Cell outlines without signal wires:
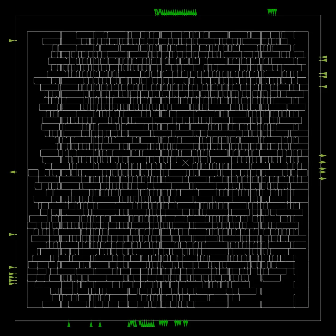
Wiring heat map:
Drawn at 3 px/um. The die is cut into 25 by 25 equal tiles; dark blue is low, red is high, scaled to the fullest tile. Values are wire area over tile area, all layers added.
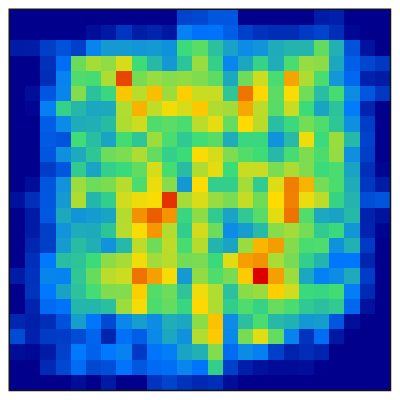
Design param_regfile, sky130hd; sources not shown.
==> summary.txt <==
run metrics: outcome finished, violations left, failing checks design-rule violations, negative setup slack, Core Area 13300 um^2, AND/OR/NAND/NOR Cells, Area Fraction 0.442, aoi share 0.0871, Cell Int Power 5.68 mW, top cells by count, synth 606 x nand2_1, 224 x nand3_1, 141 x inv_1, max-cap violations 0, Worst Tran Pin Value 0.437 ns, pre-CTS setup slack -0.844 ns, clock buffers 23, Top cells excl fill/tap 578 x nand2_1, 216 x nand3_1, 139 x inv_1, Worst Skew 0.00871 ns, detailed-placement wirelength estimate 19700 um, layout cells sized above 1 0.161, Area leader share 0.332, pins over their slew limit 0, largest stage delay on the critical path 0.31 ns, Commonest Layout Cell nand2_1, RSZ-0062 raised after global routing true, Gate Count Post-Synth 1381, CTS tree built, # hold bufs at CTS 0, Hold WC Path Type reg2reg, Ys Warns 0, flip-flops with a built-in enable 0, most used cell, CP nand2_1, cell area after synthesis 8020 um^2, CP endpoint kind primary output, combinational group power 1.52 mW, FF+latch count, synth 133, clock network fraction of design power 0.437, Gate power share 0.192, fraction of area in multi-input gates 0.435, Cell Type Count 20, Non-clk bufs 172, yosys stat cell total 1381, Final GP Congestion 1.06, FFs w/ async S/R, synth 0, drt drc 2, Hold Path Depth 2, ANT nets after route 0, die y size 127 um, Init Core Util 0.603, Avg Cell Area, Syn 5.80 um^2, Comb area 4470 um^2, GR peak layer met2, Top Consumer clock, Top Ports 64, GR Layer Usage met3 0.128, Main synth FF type dfxtp_1, arrival time at the worst endpoint 1.71 ns, required time of the critical path 1.48 ns, flop2flop setup slack 0.23 ns, Final WS setup -0.226 ns, inverters 155, Root Buffer clkbuf_16, xor/xnor share 0, MUX share of area 0, first-pass GRT wire length 47600 um, max layer used met4, wire length on met2 13600 um, Buffers on Ports 63, dominant kind of combinational cell simple AND/OR/NAND/NOR gates, CP max FO 8, top-count cell post-synth nand2_1, Clock-cell share 0.0578, top cell type by total area after synthesis dfxtp_1, Cell Chain, Critical Path clkdlybuf4s15_1, inv_1, nand2_1, nand2_1, nor2_1, nand2_2, inv_4, buf_12, nand2_1, nand2_1, buf_2, biggest area cells dfxtp_1 33%, nand2_1 28%, nand3_1 14%, Switching Power 2.26 mW, Flop area 2670 um^2, Inserted Diodes 0, Inst Count DP 1635, gr ovfl total 0, Routed met1 length 10700 um, cell area after layout 10300 um^2, grt met2 use 0.586, startpoint types input port, antenna violations before repair 0, multi-input gates 1001, max reg flops 128, crit path max-delay cell type clkdlybuf4s15_1, flop share of the area 0.260, Layout Nets 1515, Die Area 16000 um^2, Setup TNS Final -6.15 ns, CTS max path bufs 2, met3 wire len 4320 um, power density over cell area 773 nW/um^2, sequential-to-total area share from yosys stat 0.332, WP buf/inv 5, Finish-stage setup viols 32, Sequential Power 2.94 mW, fillers 958, met1 GRT Util 0.445, Starting DRT DRC Count 2098, fin crit share 1.12, Via-to-Cell Ratio 6.02, Layout non-clock buf frac 0.169, clock transition at the registers of the reported paths 0.05 ns, Post-CTS Setup Bufs 5, Floorplan Nets 1416, H-tree lvl count 4, Adder Area Share 0.00937, Period minus WS final 2.08 ns, clk latency late pin 0.44 ns, Hold Violations, Final 0, largest net degree at the start of global routing 50, Seq pwr share 0.371, R2R depth 8, Total Power 7.94 mW, clk sinks 133, DP Area 9580 um^2, total CTS buffers 17, Area growth syn-to-layout 28.2%, Post-CTS Resized 175, Fmax achieved 0.482 GHz, synthesis area per yosys 8020 um^2
Back to the opening pictures, 'cell outlines without signal wires':
Final Instance Count excl. Fillers: 1669
flop count: 133
Core Util, Final: 0.773
# Taps: 176
Core Rows: 42

Back to the opening pictures, 'wiring heat map':
fullest tile: 0.97
nearly empty tiles: 15%
mean over tiles: 0.35
WL per Instance: 18.2 um
Via Count: 10.0k
final wirelength: 30400 um
GR Util All Layers: 0.370

Power figures rest on the tool's default switching activity, not on a simulated workload.
